==> src/rtl/vga_timing_gen.sv <==
// Parametrised VGA raster timing generator: integer pixel-clock divider, x/y raster
// counters, pixel requests, frame/line markers and delay-matched sync/blank outputs.
module vga_timing_gen #(
  parameter int   H_ACTIVE   = 640,
  parameter int   H_FP       = 16,
  parameter int   H_SYNC     = 96,
  parameter int   H_BP       = 48,
  parameter int   V_ACTIVE   = 480,
  parameter int   V_FP       = 10,
  parameter int   V_SYNC     = 2,
  parameter int   V_BP       = 33,
  parameter logic HS_POL     = 1'b0,
  parameter logic VS_POL     = 1'b0,
  parameter int   CLK_DIV    = 2,
  parameter int   PIPE_DELAY = 1,
  parameter int   X_W        = 10,
  parameter int   Y_W        = 10
) (
  input  logic           CLOCK_50,
  input  logic           reset,
  input  logic           en,
  output logic           pix_ce,
  output logic           pix_req,
  output logic [X_W-1:0] x,
  output logic [Y_W-1:0] y,
  output logic           frame_start,
  output logic           line_start,
  output logic           VGA_CLK,
  output logic           VGA_HS,
  output logic           VGA_VS,
  output logic           VGA_BLANK_N
);

  localparam int H_TOTAL = H_ACTIVE + H_FP + H_SYNC + H_BP;
  localparam int V_TOTAL = V_ACTIVE + V_FP + V_SYNC + V_BP;
  localparam int D_W     = $clog2(CLK_DIV);

  localparam logic [D_W-1:0] D_LAST      = D_W'(CLK_DIV - 1);
  localparam logic [D_W-1:0] D_HALF      = D_W'(CLK_DIV / 2);
  localparam logic [X_W-1:0] X_LAST      = X_W'(H_TOTAL - 1);
  localparam logic [X_W-1:0] X_ACT_LAST  = X_W'(H_ACTIVE - 1);
  localparam logic [X_W-1:0] X_HS_FIRST  = X_W'(H_ACTIVE + H_FP);
  localparam logic [X_W-1:0] X_HS_LAST   = X_W'(H_ACTIVE + H_FP + H_SYNC - 1);
  localparam logic [Y_W-1:0] Y_LAST      = Y_W'(V_TOTAL - 1);
  localparam logic [Y_W-1:0] Y_ACT_LAST  = Y_W'(V_ACTIVE - 1);
  localparam logic [Y_W-1:0] Y_VS_FIRST  = Y_W'(V_ACTIVE + V_FP);
  localparam logic [Y_W-1:0] Y_VS_LAST   = Y_W'(V_ACTIVE + V_FP + V_SYNC - 1);

  logic [D_W-1:0]        d_r;
  logic [D_W-1:0]        d_nxt_s;
  logic                  vga_clk_r;
  logic [X_W-1:0]        x_r;
  logic [X_W-1:0]        x_nxt_s;
  logic [Y_W-1:0]        y_r;
  logic [Y_W-1:0]        y_nxt_s;
  logic                  pix_ce_s;
  logic                  x_wrap_s;
  logic                  y_wrap_s;
  logic                  active_s;
  logic                  hs_lvl_s;
  logic                  vs_lvl_s;
  logic                  line_start_r;
  logic                  frame_start_r;
  logic [PIPE_DELAY-1:0] hs_dl_r;
  logic [PIPE_DELAY-1:0] vs_dl_r;
  logic [PIPE_DELAY-1:0] bl_dl_r;

  // Divider, raster next-state and raw sync/blank decode of the current (x,y)
  always_comb begin
    d_nxt_s  = d_r;
    x_nxt_s  = x_r;
    y_nxt_s  = y_r;
    pix_ce_s = 1'b0;
    x_wrap_s = (x_r == X_LAST);
    y_wrap_s = (y_r == Y_LAST);
    if (d_r == D_LAST) begin
      d_nxt_s  = {D_W{1'b0}};
      pix_ce_s = en;
    end else begin
      d_nxt_s  = d_r + 1'b1;
      pix_ce_s = 1'b0;
    end
    if (pix_ce_s) begin
      if (x_wrap_s) begin
        x_nxt_s = {X_W{1'b0}};
        if (y_wrap_s) begin
          y_nxt_s = {Y_W{1'b0}};
        end else begin
          y_nxt_s = y_r + 1'b1;
        end
      end else begin
        x_nxt_s = x_r + 1'b1;
        y_nxt_s = y_r;
      end
    end else begin
      x_nxt_s = x_r;
      y_nxt_s = y_r;
    end
    active_s = (x_r <= X_ACT_LAST) && (y_r <= Y_ACT_LAST);
    hs_lvl_s = ((x_r >= X_HS_FIRST) && (x_r <= X_HS_LAST)) ? HS_POL : ~HS_POL;
    vs_lvl_s = ((y_r >= Y_VS_FIRST) && (y_r <= Y_VS_LAST)) ? VS_POL : ~VS_POL;
  end

  // Divider, raster counters and frame/line markers
  always_ff @(posedge CLOCK_50 or posedge reset) begin
    if (reset) begin
      d_r           <= {D_W{1'b0}};
      vga_clk_r     <= 1'b0;
      x_r           <= {X_W{1'b0}};
      y_r           <= {Y_W{1'b0}};
      line_start_r  <= 1'b0;
      frame_start_r <= 1'b0;
    end else begin
      d_r           <= d_nxt_s;
      // VGA_CLK tracks the divider phase it will show next cycle, so it falls as x advances
      vga_clk_r     <= (d_nxt_s >= D_HALF);
      x_r           <= x_nxt_s;
      y_r           <= y_nxt_s;
      line_start_r  <= pix_ce_s && x_wrap_s;
      frame_start_r <= pix_ce_s && x_wrap_s && y_wrap_s;
    end
  end

  // Sync/blank delay line, advanced once per pixel tick to match pixel-source latency
  always_ff @(posedge CLOCK_50 or posedge reset) begin
    if (reset) begin
      hs_dl_r <= {PIPE_DELAY{~HS_POL}};
      vs_dl_r <= {PIPE_DELAY{~VS_POL}};
      bl_dl_r <= {PIPE_DELAY{1'b0}};
    end else if (pix_ce_s) begin
      hs_dl_r[0] <= hs_lvl_s;
      vs_dl_r[0] <= vs_lvl_s;
      bl_dl_r[0] <= active_s;
      for (int i = 1; i < PIPE_DELAY; i++) begin
        hs_dl_r[i] <= hs_dl_r[i-1];
        vs_dl_r[i] <= vs_dl_r[i-1];
        bl_dl_r[i] <= bl_dl_r[i-1];
      end
    end else begin
      hs_dl_r <= hs_dl_r;
      vs_dl_r <= vs_dl_r;
      bl_dl_r <= bl_dl_r;
    end
  end

  assign pix_ce      = pix_ce_s;
  assign pix_req     = pix_ce_s && active_s;
  assign x           = x_r;
  assign y           = y_r;
  assign line_start  = line_start_r;
  assign frame_start = frame_start_r;
  assign VGA_CLK     = vga_clk_r;
  assign VGA_HS      = hs_dl_r[PIPE_DELAY-1];
  assign VGA_VS      = vs_dl_r[PIPE_DELAY-1];
  // Blanking must drop immediately when the raster is frozen
  assign VGA_BLANK_N = bl_dl_r[PIPE_DELAY-1] && en;

endmodule

==> config.mk <==
export PLATFORM = sky130hd
export DESIGN_NAME = vga_timing_gen
export DESIGN_NICKNAME = d
export VERILOG_FILES = /design/src/rtl/vga_timing_gen.sv
export SDC_FILE = /design/constraint.sdc
export NUM_CORES = 1
export LEC_CHECK = 0
export CORE_MARGIN = 1
export CORE_UTILIZATION = 49
export DETAILED_ROUTE_END_ITERATION = 16
export PLACE_DENSITY = 0.81
export RECOVER_POWER = 25
export SKIP_LAST_GASP = 1
export SLEW_MARGIN = 20
export SYNTH_ARGS = -nofsm -noshare
export SYNTH_HDL_FRONTEND = slang
export SYNTH_SLANG_ARGS = --single-unit
export TNS_END_PERCENT = 10
==> constraint.sdc <==
create_clock -name CLOCK_50 -period 2.03 [get_ports CLOCK_50]
set_input_delay 0.609 -clock CLOCK_50 [delete_from_list [all_inputs] [get_ports CLOCK_50]]
set_output_delay 0.609 -clock CLOCK_50 [all_outputs]
set_load 0.005 [all_outputs]
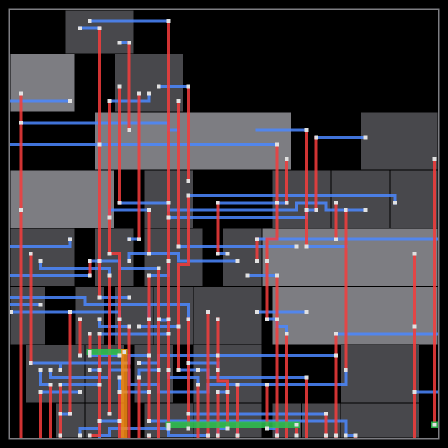
Fig. 1. Layout detail (run 1).
Region (31, 31) to (51, 51) um. Cells in gray, sequential cells in the stronger gray; small squares are vias.
orange -> M4
red -> M2
green -> M3
blue -> M1
cells with their middle in the window = 32
sequential cells in the window = 4
netlist names of flops here include = x (4)
most frequent = nand3_1 (4), clkdlybuf4s50_1 (4), dfrtp_1 (4)

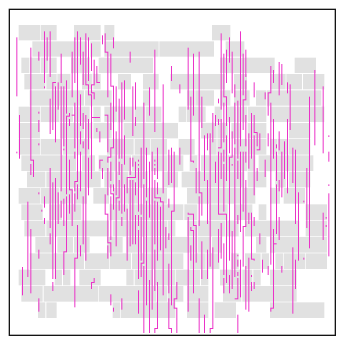
Fig. 2. Met2 routing (run 1).
(6 px per um)
nets with wire on the layer = 178
main direction = vertical

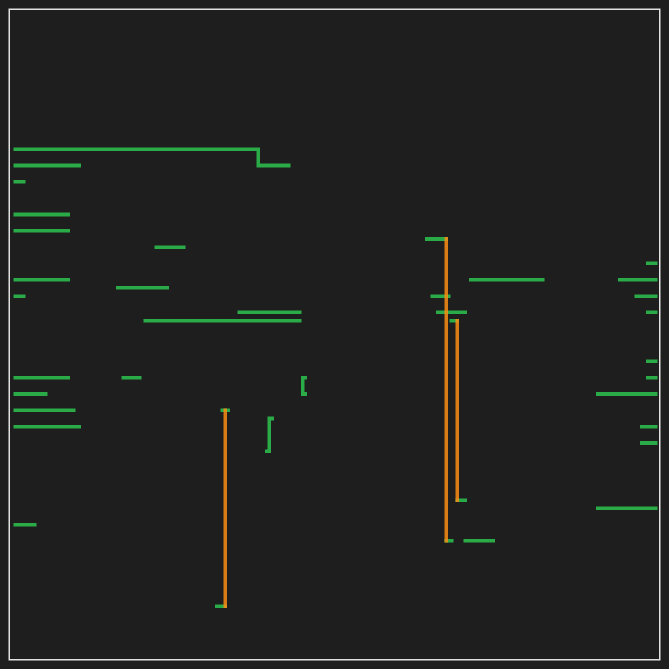
Fig. 3. Metal layers overlaid (run 1).
(12 px per um) Two of the layers only.
orange -> M4  # wire length 56.4 um
green -> M3  # wire length 128 um
detailed-route wire length: 3.37 mm
DR vias: 1242
WL/cell: 15.5 um

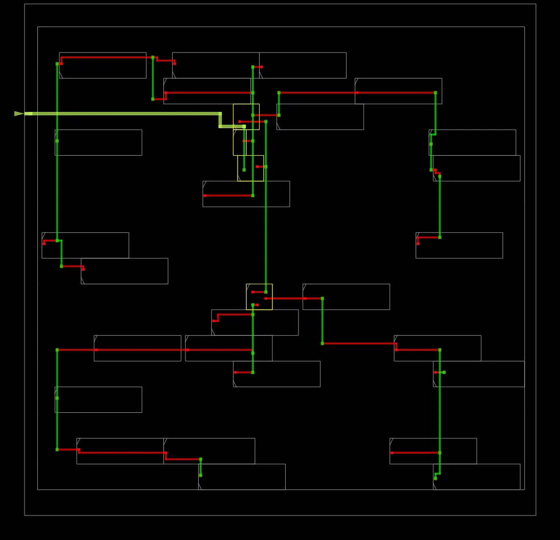
Fig. 4. Clock routing (run 1).
CTS buffer count: 3
# clock sinks: 26
clock buffers: 4
clk_lat worst skew: 0.31 ns
flop count: 26

run 1: cell families after synthesis:
| kind of cell | Yosys count | synth area share, % |
|---|---|---|
| flops | 26 | 49.1 |
| simple gates | 54 | 24.0 |
| compound gates | 22 | 10.4 |
| xor+xnor | 11 | 7.24 |
| buf+inv | 12 | 3.67 |
| mux | 1 | 0.847 |
| fa+ha+maj | 5 | 4.70 |
run 1: per-stage QoR:
step	utilization (%)	setup slack, ns
3_5_place_dp	71.5	-0.760
4_1_cts	73.7	-0.161
6_report	74.3	-0.0242
5_1_grt	74.3	-0.0727
3_3_place_gp	71.5	-0.657
2_1_floorplan	-	0.251
run 1: repair_timing:
item / CTS / global route
buffers inserted: 2 / 2
pin swaps: 2 / 2
gates cloned: 0 / 0
resized: 10 / 6
endpoints found under the setup margin: 3 / 10
run 1: where the power goes:
part	switching, mW	internal [mW]	leakage [nW]
clock	0.142	0.0766	0.0150
combinational	0.110	0.143	0.533
sequential	0.0775	0.565	0.324
run 1: state kept, by name, summed over array words and instances (netlist names):
signal	flops
bl_dl_r	1
y	10
d_r	1
VGA_VS	1
line_start	1
x	10
VGA_HS	1
frame_start	1
run 1: final cells by class:
cell class,count,area (um2),area share (%)
inverters,11,41.3,2.20
flip-flops and latches,26,653,34.9
repair buffers,53,462,24.6
multi-input cells,93,653,34.9
clock buffers,4,26.3,1.40
well taps,30,37.5,2.00
run 1: worst max-delay path: stages (launching register included):
cell,delay [ns]
dfrtp_1,0.42
buf_4,0.14
buf_4,0.14
clkdlybuf4s50_1,0.43
run 1: worst min-delay path by stage:
stage	from	to	slack, ns	depth (start not counted)
2_1_floorplan	bl_dl_r$_DFFE_PP0P_	bl_dl_r$_DFFE_PP0P_	0.44	1
3_3_place_gp	VGA_VS$_DFFE_PP1P_	VGA_VS$_DFFE_PP1P_	0.45	2
3_5_place_dp	VGA_HS$_DFFE_PP1P_	VGA_HS$_DFFE_PP1P_	0.48	2
4_1_cts	VGA_HS$_DFFE_PP1P_	VGA_HS$_DFFE_PP1P_	0.50	2
5_1_grt	VGA_VS$_DFFE_PP1P_	VGA_VS$_DFFE_PP1P_	0.52	2
6_report	VGA_VS$_DFFE_PP1P_	VGA_VS$_DFFE_PP1P_	0.50	2
run 1: cell usage in the layout (no fill, tap or decap), drive strengths merged:
cell,Yosys,final
dlymetal6s2s,0,1
dlygate4sd3,0,1
clkdlybuf4s50,0,25
dfrtp,24,24
and3,4,4
buf,1,22
a21o,2,2
dfstp,2,2
nor2b,1,1
nand4,8,8
a311o,1,1
and2,2,2
dlygate4sd2,0,1
o2111ai,1,1
a22o,1,1
or2,1,1
nand4b,1,1
a21boi,1,1
mux2,1,1
nor4,3,3
inv,11,11
o21ai,10,10
a311oi,1,1
xor2,2,2
nand2b,1,1
nand3,9,9
ha,5,5
xnor2,9,9
and3b,1,1
clkbuf,0,7
a21oi,1,1
nand3b,1,1
a31oi,4,4
nor4b,1,1
nor2,9,9
nor3,3,3
nand2,9,9
run 1: per-layer routing:
layer	GRT usage [%]	wire, um
met1	30.3	1360
met2	48.1	1820
met3	2.54	128
met4	12.0	56
met5	0	0
==> results.txt, run 1 <==
crit path DRT: 1.42 ns
H-tree depth reported by CTS: 1
Synth Net Count: 139
failing checks: negative setup slack
WP data arrival: 1.45 ns
PortBufs: 30
setup ws final: -0.0242 ns
chip area: 2930 um2
Horiz. Die Dim: 54.1 um
cell type with the largest total area: dfrtp_1
RR Startpoint: x[1]$_DFFE_PP0P_
DP Area: 1800 um2
Reg2Reg Setup Slack: 0.17 ns
cell count after synthesis: 131
Yosys warning count: 0
Die H: 54.1 um
Final nets: 196
Final setup viols: 3
placed cells: 209
Setup crit end: y[6]
outcome: complete, but fails checks
Fig. 5: run 1, I/O nets highlighted
(6 px per um)
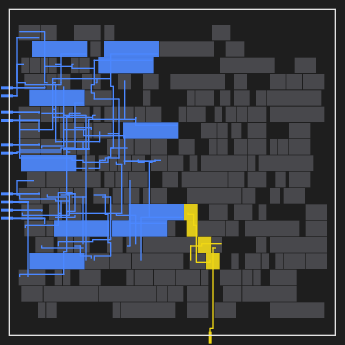

--- run 2 (diff from run 1) ---
- SETUP_SLACK_MARGIN: unset -> 0.02
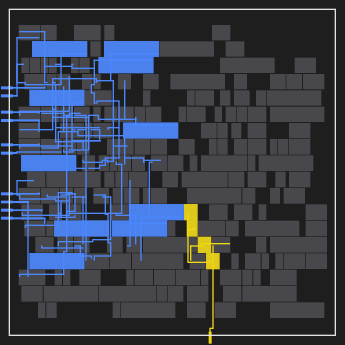
Fig. 6. I/O nets highlighted (run 2).
(6 px per um)
blue -> y  # direction output, edge left, end cells 10, buffers 17, wire 614 um
yellow -> en  # direction input, edge bottom, end cells 4, buffers 2, wire 37.9 um
PortBufs: 30
# IOs: 31

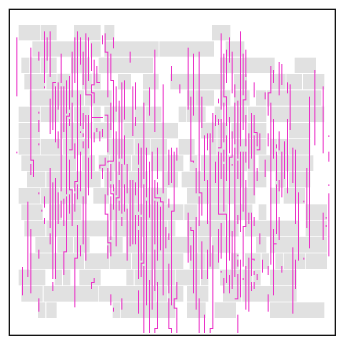
Fig. 7. Met2 routing (run 2).
(6 px per um)
wire length on this layer = 1820 um
main direction = vertical

==> run 2 against run 1 <==
  * The run still ends with negative setup slack left
  * Wire length up 0.18%
  * Sequential share of layout area about the same
  * Clock power about the same
  * Critical path type unchanged
  * Largest power group unchanged
==> results.txt, run 2 <==
Comb area: 653 um2 (unchanged)
clk root buf: clkbuf_4 (unchanged)
Die H: 54.1 um (unchanged)
Final setup viols: 3 (unchanged)
Layout Area Growth over Synthesis: 41.0% (was 40.8%)
H-tree depth reported by CTS: 1 (unchanged)
most used cell along the critical path: buf_4 (unchanged)
detailed-route wire length: 3.37 mm (about the same)
chip area: 2930 um2 (unchanged)
outcome: complete, but fails checks (unchanged)
Yosys warning count: 0 (unchanged)
violation count after the first detailed-routing iteration: 30 (unchanged)
crit path cell chain: buf_4 > buf_4 > clkdlybuf4s50_1 (unchanged)
cell count after synthesis: 131 (unchanged)
VDD IR max: 526 uV (was 529 uV)
# clock sinks: 26 (unchanged)
Synth Seq Share: 49.1% (unchanged)
Reg2Reg Depth: 6 (unchanged)
commonest non-fill, non-tap cells in the layout: dfrtp_1, clkdlybuf4s50_1, buf_4 (was clkdlybuf4s50_1, dfrtp_1, buf_4)
crit path DRT: 1.42 ns (about the same)
clk_lat worst skew: 0.31 ns (about the same)
maxcap violations: 0 (unchanged)
area share of the largest cell type after synthesis: 45.2% (unchanged)
Final nets: 196 (unchanged)
failing checks: negative setup slack (unchanged)
main flop type: dfrtp_1 (unchanged)
CTS buffer count: 3 (unchanged)
post-synth cell types: 33 (unchanged)
Synth Net Count: 139 (unchanged)
Horiz. Die Dim: 54.1 um (unchanged)
cell type with the largest total area: dfrtp_1 (unchanged)
CP max stage delay: 0.43 ns (about the same)
RR Startpoint: x[1]$_DFFE_PP0P_ (unchanged)
hold path start: VGA_VS$_DFFE_PP1P_ (unchanged)
setup ws final: -0.0237 ns (was -0.0242 ns)
RSZ-0062 raised after global routing: true (unchanged)
WP data arrival: 1.44 ns (was 1.45 ns)
chip area estimate from yosys synthesis: 1330 um2 (unchanged)
Reg area: 653 um2 (unchanged)
CTS tree: yes (unchanged)
WL/cell: 15.5 um (about the same)
CTS Buffer Depth: 2 (unchanged)
DR vias: 1243 (was 1242)
hold path cells: 2 (unchanged)
==> run 2: cell count changes in the layout (fill, tap and decap cells not counted) <==
cell             change
clkdlybuf4s50_1      -1
clkbuf_2             -1
dlygate4sd2_1        +2
==> run 2: final timing paths <==
path | end | slack (ns)
setup / recovery | y[6] | -0.02
hold / removal | VGA_VS$_DFFE_PP1P_ | 0.50
setup reg to reg | y[6]$_DFFE_PP0P_ | 0.17
hold reg to reg | VGA_VS$_DFFE_PP1P_ | 0.50
max in group asynchronous | x[6]$_DFFE_PP0P_ | 0.72
min in group asynchronous | line_start$_DFF_PP0_ | 0.89
==> run 2: cells by family after synthesis <==
kind of cell,count (synthesis),share of synthesized area (%)
simple gates,54,24.0
flops,26,49.1
compound gates,22,10.4
buf+inv,12,3.67
xor+xnor,11,7.24
fa+ha+maj,5,4.70
mux,1,0.847
==> run 2: routing by layer <==
layer | share of wire, % | global-route usage [%]
met5 | 0 | 0
met3 | 3.7 | 2.54
met2 | 54 | 48.1
met4 | 1.7 | 12.0
met1 | 41 | 30.3
==> run 2: power by group <==
part | switching, mW | total (mW) | internal (mW)
clock | 0.142 | 0.219 | 0.0766
combinational | 0.110 | 0.252 | 0.142
sequential | 0.0775 | 0.643 | 0.565
==> run 2: layout make-up <==
| cell class | instances | area share (%) |
|---|---|---|
| timing repair buffer | 53 | 24.7 |
| tap | 30 | 2.00 |
| multi-input combinational | 93 | 34.8 |
| sequential | 26 | 34.8 |
| clock buffer | 4 | 1.40 |
| inverter | 11 | 2.20 |
==> run 2: critical path, delay by kind of cell (launching register included) <==
kind / cells / cell delay, ns
DFF: 1 / 0.42
buffers and inverters: 3 / 0.71
==> run 2: timing repair <==
item / 4_1_cts / 5_1_grt
pin swaps: 2 / 2
endpoints found under the setup margin: 3 / 14
endpoints found under the hold margin: 0 / 0
setup buffers: 2 / 2
gates resized: 11 / 4
==> run 2: metrics by stage <==
step                cell area [um2]  instances  hold WS (ns)  setup WS (ns)
finish                         1880        217         0.501        -0.0237
global route                   1880        217         0.515        -0.0727
CTS                            1860        215         0.502         -0.117
detailed placement             1800        209         0.483         -0.760
global placement               1800        209         0.449         -0.657
floorplan                      1330        131         0.442          0.251
Fig. 8: run 2, metal layers overlaid
(12 px per um) Two of the layers only.
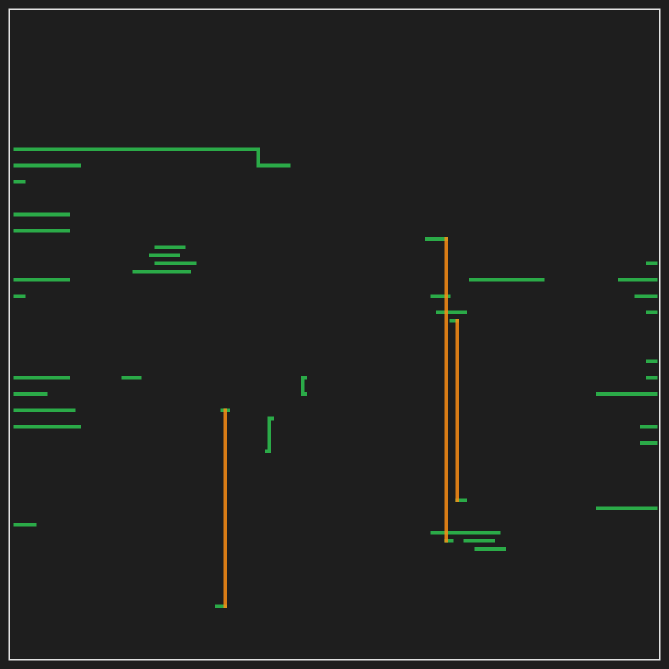

--- run 3 (diff from run 2) ---
- CORE_ASPECT_RATIO: unset -> 1.5
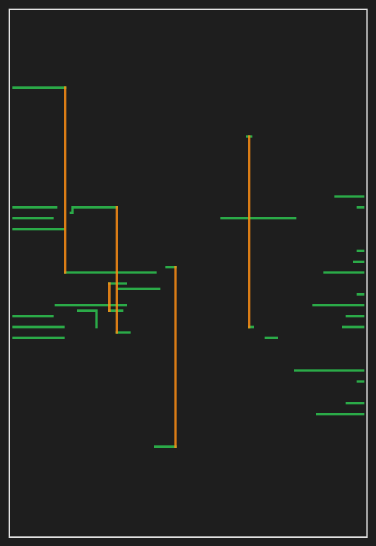
Fig. 9. Metal layers overlaid (run 3).
(8 px per um) Two of the layers only.
green -> M3  # wire length 135 um
orange -> M4  # wire length 88.4 um
gr usage total: 25.8%
detailed-route wire length: 3.25 mm
WL/cell: 14.8 um
DR vias: 1223

==> run 3 against run 2 <==
  * The run still ends with negative setup slack left
  * Worst hold slack worse by 0.017 ns
  * Area after synthesis unchanged
  * Critical path depth up 1
  * Non-clock buffer count down 3
  * Worst setup slack worse by 0.057 ns
  * Sequential power about the same
  * Synthesized cell count unchanged
  * Highest routed layer unchanged
==> results.txt, run 3 <==
setup ws final: -0.0807 ns (was -0.0237 ns)
outcome: complete, but fails checks (unchanged)
chip area estimate from yosys synthesis: 1330 um2 (unchanged)
WHS: 0.484 ns (was 0.501 ns)
Layout Area Growth over Synthesis: 39.1% (was 41.0%)
Final setup viols: 2 (was 3)
failing checks: negative setup slack (unchanged)
Synth Seq Share: 49.1% (unchanged)
H-tree depth reported by CTS: 1 (unchanged)
crit path cell chain: and3_1 > and2_4 > nor4b_4 > buf_2 (was buf_4 > buf_4 > clkdlybuf4s50_1)
placed cells: 215 (was 209)
clk_lat worst skew: 0.32 ns (was 0.31 ns)
Layout Cells excl Fill: 219 (was 217)
Synth Net Count: 139 (unchanged)
WP data arrival: 1.50 ns (was 1.44 ns)
hold worst-path end: VGA_VS$_DFFE_PP1P_ (unchanged)
area share of the largest cell type after synthesis: 45.2% (unchanged)
post-synth cell types: 33 (unchanged)
post-route cell area: 1850 um2 (was 1880 um2)
pre-CTS WS: -0.737 ns (was -0.760 ns)
DP Area: 1810 um2 (was 1800 um2)
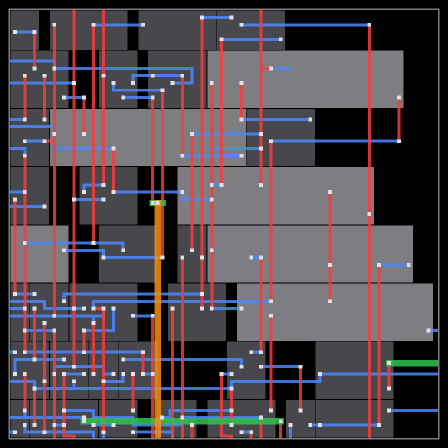
Fig. 10. Layout detail (run 3).
Region (23, 39) to (43, 59) um. Cells in gray, sequential cells in the stronger gray; small squares are vias.
red -> M2
orange -> M4
blue -> M1
green -> M3
sequential cells in the window = 5
cells with their middle in the window = 34
netlist names of flops here include = x (4), VGA_HS (1)
most frequent = buf_4 (5), clkdlybuf4s50_1 (4), dfrtp_1 (4)

run 3: cell types whose count changed in the layout (fill, tap and decap cells not counted), sizes merged:
cell	before	now
buf	22	19
dlygate4sd2	3	1
clkbuf	6	5
clkdlybuf4s15	0	1
clkdlybuf4s50	24	25
run 3: how the worst max path moves through the flow:
stage              end  slack (ns)  depth (start not counted)
3_3_place_gp   pix_req       -0.70                          4
4_1_cts        pix_req       -0.17                          4
3_5_place_dp   pix_req       -0.74                          4
2_1_floorplan  pix_req        0.25                          2
5_1_grt        pix_req       -0.15                          4
6_report       pix_req       -0.08                          4
run 3: cells by family (layout without fill, tap and decap cells):
logic type	after synthesis	after routing	share of synthesized area, %
and+or+nand+nor	54	54	24.0
xor gates and xnor gates	11	11	7.24
adders and majority gates	5	5	4.70
DFF	26	26	49.1
muxes	1	1	0.847
buffers and inverters	12	64	3.67
AOI/OAI and AO/OA	22	22	10.4
run 3: routing by layer:
layer	vias up	GRT usage [%]	share of wire, %
li1	569	-	-
met1	603	29.5	39
met2	41	43.8	54
met3	10	4.37	4.1
met4	0	15.2	2.7
met5	-	0	0
run 3: worst min-delay path, delay by kind of cell (launching register included):
family / cells / cell delay (ns)
simple gates: 2 / 0.10
flops: 1 / 0.39
run 3: timing repair:
item,4_1_cts,5_1_grt
gates cloned,0,0
pin swaps,1,1
buffers inserted,0,1
resized,9,3
endpoints found under the setup margin,6,16
run 3: report_power, final:
group	switching [mW]	internal (mW)	total, mW
combinational	0.109	0.140	0.249
sequential	0.0751	0.565	0.640
clock	0.145	0.0697	0.215
total	0.329	0.774	1.10
run 3: layout make-up:
cell class	count	area, um2
Inverter	11	41.3
Multi-Input combinational cell	93	648
Clock buffer	3	22.5
Fill cell	187	654
Sequential cell	26	653
Timing Repair Buffer	50	440
Tap cell	36	45.0
No activity file was given, so power comes from the tool's default toggle rates.
